$ cat src/rtl/get_param_if.sv
// Parameter-generator bus: control inputs, child-set pushes and the issued parameter set.
interface get_param_if #(
    parameter int unsigned I_W   = 8,
    parameter int unsigned Z_W   = 4,
    parameter int unsigned KL_W  = 16,
    parameter int unsigned DEPTH = 16
);
    localparam int unsigned D_W = $clog2(DEPTH) + 1;

    logic            start;
    logic [I_W-1:0]  init_i;
    logic [Z_W-1:0]  init_z;
    logic [KL_W-1:0] init_k;
    logic [KL_W-1:0] init_l;
    logic            push_valid;
    logic [I_W-1:0]  push_i;
    logic [Z_W-1:0]  push_z;
    logic [KL_W-1:0] push_k;
    logic [KL_W-1:0] push_l;
    logic            step_done;
    logic [I_W-1:0]  param_i;
    logic [Z_W-1:0]  param_z;
    logic [KL_W-1:0] param_k;
    logic [KL_W-1:0] param_l;
    logic [2:0]      en_get_param;
    logic            busy;
    logic            ovf;
    logic [D_W-1:0]  depth;

    modport master (
        output start, init_i, init_z, init_k, init_l,
        output push_valid, push_i, push_z, push_k, push_l, step_done,
        input  param_i, param_z, param_k, param_l, en_get_param, busy, ovf, depth
    );

    modport slave (
        input  start, init_i, init_z, init_k, init_l,
        input  push_valid, push_i, push_z, push_k, push_l, step_done,
        output param_i, param_z, param_k, param_l, en_get_param, busy, ovf, depth
    );
endinterface

$ cat src/rtl/get_param.sv
// LIFO-driven generator of (i, z, k, l) search parameter sets for get_data.
module get_param #(
    parameter int unsigned I_W   = 8,
    parameter int unsigned Z_W   = 4,
    parameter int unsigned KL_W  = 16,
    parameter int unsigned DEPTH = 16
) (
    input logic        clk,
    input logic        rst_n,
    get_param_if.slave bus
);
    localparam int unsigned P_W = I_W + Z_W + 2 * KL_W;
    localparam int unsigned A_W = $clog2(DEPTH);
    localparam int unsigned D_W = A_W + 1;

    localparam logic [2:0] EN_NONE = 3'b000;
    localparam logic [2:0] EN_NEW  = 3'b001;
    localparam logic [2:0] EN_DONE = 3'b010;
    localparam logic [2:0] EN_OVF  = 3'b100;

    typedef enum logic [1:0] {S_IDLE, S_ISSUE, S_WAIT, S_DONE} state_t;

    state_t          state_q;
    state_t          state_d;
    logic [D_W-1:0]  depth_q;
    logic [P_W-1:0]  param_q;
    logic [2:0]      en_q;
    logic [2:0]      en_d;
    logic            ovf_q;
    logic            busy_q;
    logic [P_W-1:0]  mem [DEPTH];

    logic            do_push;
    logic            do_pop;
    logic            set_ovf;
    logic            clr_ovf;
    logic            full;
    logic            empty;
    logic [P_W-1:0]  push_data;
    logic [A_W-1:0]  top_idx;

    assign full    = (depth_q == D_W'(DEPTH));
    assign empty   = (depth_q == '0);
    assign top_idx = A_W'(depth_q - D_W'(1));

    // State register.
    always_ff @(posedge clk or negedge rst_n) begin
        if (!rst_n) state_q <= S_IDLE;
        else        state_q <= state_d;
    end

    // Next state, stack commands and next command code.
    // A push arriving in ISSUE is taken first and the pop deferred a cycle, so
    // the newest child is still the one popped and an overflow pulse never
    // collides with the new-set pulse.
    always_comb begin
        state_d   = state_q;
        en_d      = EN_NONE;
        do_push   = 1'b0;
        do_pop    = 1'b0;
        set_ovf   = 1'b0;
        clr_ovf   = 1'b0;
        push_data = {bus.push_i, bus.push_z, bus.push_k, bus.push_l};
        case (state_q)
            S_IDLE: begin
                if (bus.start) begin
                    do_push   = 1'b1;
                    clr_ovf   = 1'b1;
                    push_data = {bus.init_i, bus.init_z, bus.init_k, bus.init_l};
                    state_d   = S_ISSUE;
                end
            end
            S_ISSUE: begin
                if (bus.push_valid) begin
                    if (full) begin
                        set_ovf = 1'b1;
                        en_d    = EN_OVF;
                    end else begin
                        do_push = 1'b1;
                    end
                end else if (!empty) begin
                    do_pop  = 1'b1;
                    en_d    = EN_NEW;
                    state_d = S_WAIT;
                end else begin
                    en_d    = EN_DONE;
                    state_d = S_DONE;
                end
            end
            S_WAIT: begin
                if (bus.push_valid) begin
                    if (full) begin
                        set_ovf = 1'b1;
                        en_d    = EN_OVF;
                    end else begin
                        do_push = 1'b1;
                    end
                end
                if (bus.step_done) state_d = S_ISSUE;
            end
            S_DONE: begin
                state_d = S_IDLE;
            end
            default: state_d = S_IDLE;
        endcase
    end

    // Occupancy, issued set and status outputs.
    always_ff @(posedge clk or negedge rst_n) begin
        if (!rst_n) begin
            depth_q <= '0;
            param_q <= '0;
            en_q    <= EN_NONE;
            ovf_q   <= 1'b0;
            busy_q  <= 1'b0;
        end else begin
            en_q   <= en_d;
            busy_q <= (state_d != S_IDLE);
            if (do_push)     depth_q <= depth_q + D_W'(1);
            else if (do_pop) depth_q <= depth_q - D_W'(1);
            if (do_pop)      param_q <= mem[top_idx];
            if (clr_ovf)     ovf_q   <= 1'b0;
            else if (set_ovf) ovf_q  <= 1'b1;
        end
    end

    // Stack storage; stale entries above depth are never read.
    always_ff @(posedge clk) begin
        if (do_push) mem[depth_q[A_W-1:0]] <= push_data;
    end

    assign bus.param_i      = param_q[P_W-1 -: I_W];
    assign bus.param_z      = param_q[2*KL_W +: Z_W];
    assign bus.param_k      = param_q[KL_W +: KL_W];
    assign bus.param_l      = param_q[0 +: KL_W];
    assign bus.en_get_param = en_q;
    assign bus.busy         = busy_q;
    assign bus.ovf          = ovf_q;
    assign bus.depth        = depth_q;
endmodule

$ cat src/flat_wrapper.sv
// flat-port wrapper written by rule: the top's interface ports become plain ports
module get_param_flat 
#(
    parameter int unsigned I_W   = 8,
    parameter int unsigned Z_W   = 4,
    parameter int unsigned KL_W  = 16,
    parameter int unsigned DEPTH = 16
)
  (clk, rst_n, bus_start, bus_init_i, bus_init_z, bus_init_k, bus_init_l, bus_push_valid, bus_push_i, bus_push_z, bus_push_k, bus_push_l, bus_step_done, bus_param_i, bus_param_z, bus_param_k, bus_param_l, bus_en_get_param, bus_busy, bus_ovf, bus_depth);
  get_param_if #(.I_W(I_W), .Z_W(Z_W), .KL_W(KL_W), .DEPTH(DEPTH)) bus_i ();
  input logic clk;
  input logic rst_n;
  input wire logic [$bits(bus_i.start)-1:0] bus_start;
  input wire logic [$bits(bus_i.init_i)-1:0] bus_init_i;
  input wire logic [$bits(bus_i.init_z)-1:0] bus_init_z;
  input wire logic [$bits(bus_i.init_k)-1:0] bus_init_k;
  input wire logic [$bits(bus_i.init_l)-1:0] bus_init_l;
  input wire logic [$bits(bus_i.push_valid)-1:0] bus_push_valid;
  input wire logic [$bits(bus_i.push_i)-1:0] bus_push_i;
  input wire logic [$bits(bus_i.push_z)-1:0] bus_push_z;
  input wire logic [$bits(bus_i.push_k)-1:0] bus_push_k;
  input wire logic [$bits(bus_i.push_l)-1:0] bus_push_l;
  input wire logic [$bits(bus_i.step_done)-1:0] bus_step_done;
  output wire logic [$bits(bus_i.param_i)-1:0] bus_param_i;
  output wire logic [$bits(bus_i.param_z)-1:0] bus_param_z;
  output wire logic [$bits(bus_i.param_k)-1:0] bus_param_k;
  output wire logic [$bits(bus_i.param_l)-1:0] bus_param_l;
  output wire logic [$bits(bus_i.en_get_param)-1:0] bus_en_get_param;
  output wire logic [$bits(bus_i.busy)-1:0] bus_busy;
  output wire logic [$bits(bus_i.ovf)-1:0] bus_ovf;
  output wire logic [$bits(bus_i.depth)-1:0] bus_depth;
  assign bus_i.start = bus_start;
  assign bus_i.init_i = bus_init_i;
  assign bus_i.init_z = bus_init_z;
  assign bus_i.init_k = bus_init_k;
  assign bus_i.init_l = bus_init_l;
  assign bus_i.push_valid = bus_push_valid;
  assign bus_i.push_i = bus_push_i;
  assign bus_i.push_z = bus_push_z;
  assign bus_i.push_k = bus_push_k;
  assign bus_i.push_l = bus_push_l;
  assign bus_i.step_done = bus_step_done;
  assign bus_param_i = bus_i.param_i;
  assign bus_param_z = bus_i.param_z;
  assign bus_param_k = bus_i.param_k;
  assign bus_param_l = bus_i.param_l;
  assign bus_en_get_param = bus_i.en_get_param;
  assign bus_busy = bus_i.busy;
  assign bus_ovf = bus_i.ovf;
  assign bus_depth = bus_i.depth;
  get_param #(.I_W(I_W), .Z_W(Z_W), .KL_W(KL_W), .DEPTH(DEPTH)) u_core (.clk(clk), .rst_n(rst_n), .bus(bus_i));
endmodule
$ cat config.mk
export PLATFORM = sky130hd
export DESIGN_NAME = get_param_flat
export DESIGN_NICKNAME = d
export VERILOG_FILES = /design/src/rtl/get_param_if.sv /design/src/rtl/get_param.sv /design/src/flat_wrapper.sv
export SDC_FILE = /design/constraint.sdc
export NUM_CORES = 1
export LEC_CHECK = 0
export CAP_MARGIN = 25
export CORE_ASPECT_RATIO = 0.7
export CORE_MARGIN = 2
export CORE_UTILIZATION = 55
export CTS_CLUSTER_SIZE = 24
export DETAILED_ROUTE_END_ITERATION = 16
export PLACE_DENSITY_LB_ADDON = 0.15
export SLEW_MARGIN = 5
export SYNTH_ARGS = -nofsm -noshare
export SYNTH_HDL_FRONTEND = slang
export SYNTH_SLANG_ARGS = --single-unit
$ cat constraint.sdc
create_clock -name clk -period 5.5 [get_ports clk]
set_clock_uncertainty 0.15 [all_clocks]
set_input_delay 1.1 -clock clk [delete_from_list [all_inputs] [get_ports clk]]
set_output_delay 1.1 -clock clk [all_outputs]
set_load 0.005 [all_outputs]
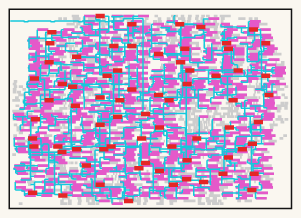
clk_routes.png
Scale: 1 px per um.
legend:
  clock wires:
    color: cyan
    length: 8020 um
  clock drivers:
    color: red
    count: 71
  flip-flops:
    color: magenta
    count: 760
routed clock nets: 72
flops lie: widely spread
Clock net power: 4780 uW
clock share of power: 24.5%

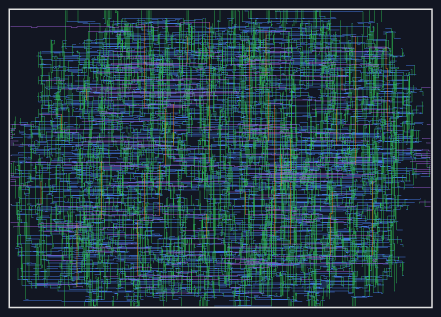
wires.png
Scale: 1.5 px per um.
legend:
  metal 1:
    color: blue
    wire_length: 29.1 mm
  metal 2:
    color: green
    wire_length: 29.7 mm
  metal 4:
    color: orange
    wire_length: 1040 um
  metal 3:
    color: purple
    wire_length: 5600 um
via count: 14800
Total Routing Usage GR: 24.5%
WL final: 65.4 mm
wire per inst: 27.1 um

==> flow_summary_export.csv <==
group,metric,value,unit
synth,async_flop_share,7.37,%
cells_and_area,final_util,65.1,%
synth,synth_top_cell_by_count,"edfxtp_1",
die,die_area,55500,um2
power_and_ir_drop,p_switching,6440,uW
cells_and_area,clkCellAreaFrac,6.68,%
power_and_ir_drop,comb_power,6930,uW
synth,ys_warn_count,0,
power_and_ir_drop,power_frac_comb,35.5,%
routing,route.met2.wl,29.7,mm
synth,ys_types,36,
global_route,grtUsageMet3,4.88,%
sta,finalSetupViolations,0,
synth,yosys_most_used_dff,"edfxtp_1",
cells_and_area,largest_register_ffs,704,
placement,dp_worst_setup_slack,1.48,ns
placement,place.gp.congestion,0.781,
cells_and_area,comb_area_share,19.4,%
routing,met1Wirelength,29.1,mm
synth,ys_top_cells_by_count,"edfxtp_1, nand2_1, mux4_2, a21oi_1, dfrtp_1",
critical_path,path_cells,"buf_4, clkdlybuf4s50_1",
cells_and_area,clkbuf_count,104,
clock_tree,root_buffer,"clkbuf_16",
critical_path,cp_num_cells,2,
synth,synthesis.nets,1556,
synth,top_logic_kind,"multiplexers",
critical_path,r2r-end,"u_core.mem[1][21]",
power_and_ir_drop,internal-power,13100,uW
power_and_ir_drop,p_per_area,570,nW/um2
synth,ys_seq_elements,760,
cells_and_area,drive_gt1_share,24.2,%
sta,tns,0,ns
sta,hold_viol_final,0,
clock_tree,cts_tree,"yes",
placement,dpl_cell_area,32000,um2
cells_and_area,layout.cells.most_common,"edfxtp_1",
critical_path,setup.worst_path.class,"reg -> out",
critical_path,endpoint_kind,"primary output",
die,io_pins,147,
critical_path,cp_slowest_stage_delay,0.63,ns
global_route,grt_overflow,0,
die,rows,70,
cells_and_area,layout.area.comb,6650,um2
worst_hold_path,min_path_type,"reg -> reg",
synth,ys_seq_share,76.4,%
placement,place_inst,2283,
critical_path,critPathMaxFanout,37,
routing,avgViaCountPerCell,6.14,
critical_path,ff2ff_setup_slack,1.95,ns
sta,relSlewSlack,33.5,%
routing,topRoutingLayerUsed,"met4",
cells_and_area,signal_buffer_area_fraction,5.35,%
synth,top_area_cell,"edfxtp_1",
global_route,antenna_found_initial,1,
clock_tree,clock.latency.late_pin,0.61,ns
power_and_ir_drop,ir_drop,0.476,mV
clock_tree,clkSinkCount,760,
critical_path,critPathBufInv,2,
routing,drt-pass1-iter-count,5,
critical_path,r2r_start,"u_core.bus.depth[2]",
cells_and_area,nFillCells,3522,
routing,wl_met3,5.60,mm
critical_path,crit_start,"u_core.bus.depth[0]",
global_route,grt_max_degree,107,
placement,dp_hpwl,37.9,mm
global_route,grt_pass1_wl,98.2,mm
clock_tree,cts_setup_buffers,0,
synth,synth-edff-count,704,
power_and_ir_drop,seq_cell_power,7820,uW
power_and_ir_drop,total_power,19500,uW
power_and_ir_drop,sw_frac_of_total,33.0,%
synth,ys_sh_adder,0.424,%
synth,simple_gate_area_share,3.04,%
synth,ys_cells,1453,
critical_path,start_kind,"flip-flop",
clock_tree,postCtsHoldBufs,0,
clock_tree,postCtsResizedCells,0,
clock_tree,h-tree-depth,3,
routing,drt_iter0_markers,1625,
flow_run,tool_warnings,36,
synth,netlist_area,29500,um2
critical_path,cpLargestDelayFamily,"buffers and inverters",
status,outcome,"complete, no violations",
critical_path,worstPathArrival,2.35,ns
die,die_h,198,um
synth,ys_sh_xor,0.233,%
sta,worstMarginPinSlew,0.997,ns
Power and IR drop assume default switching activity.
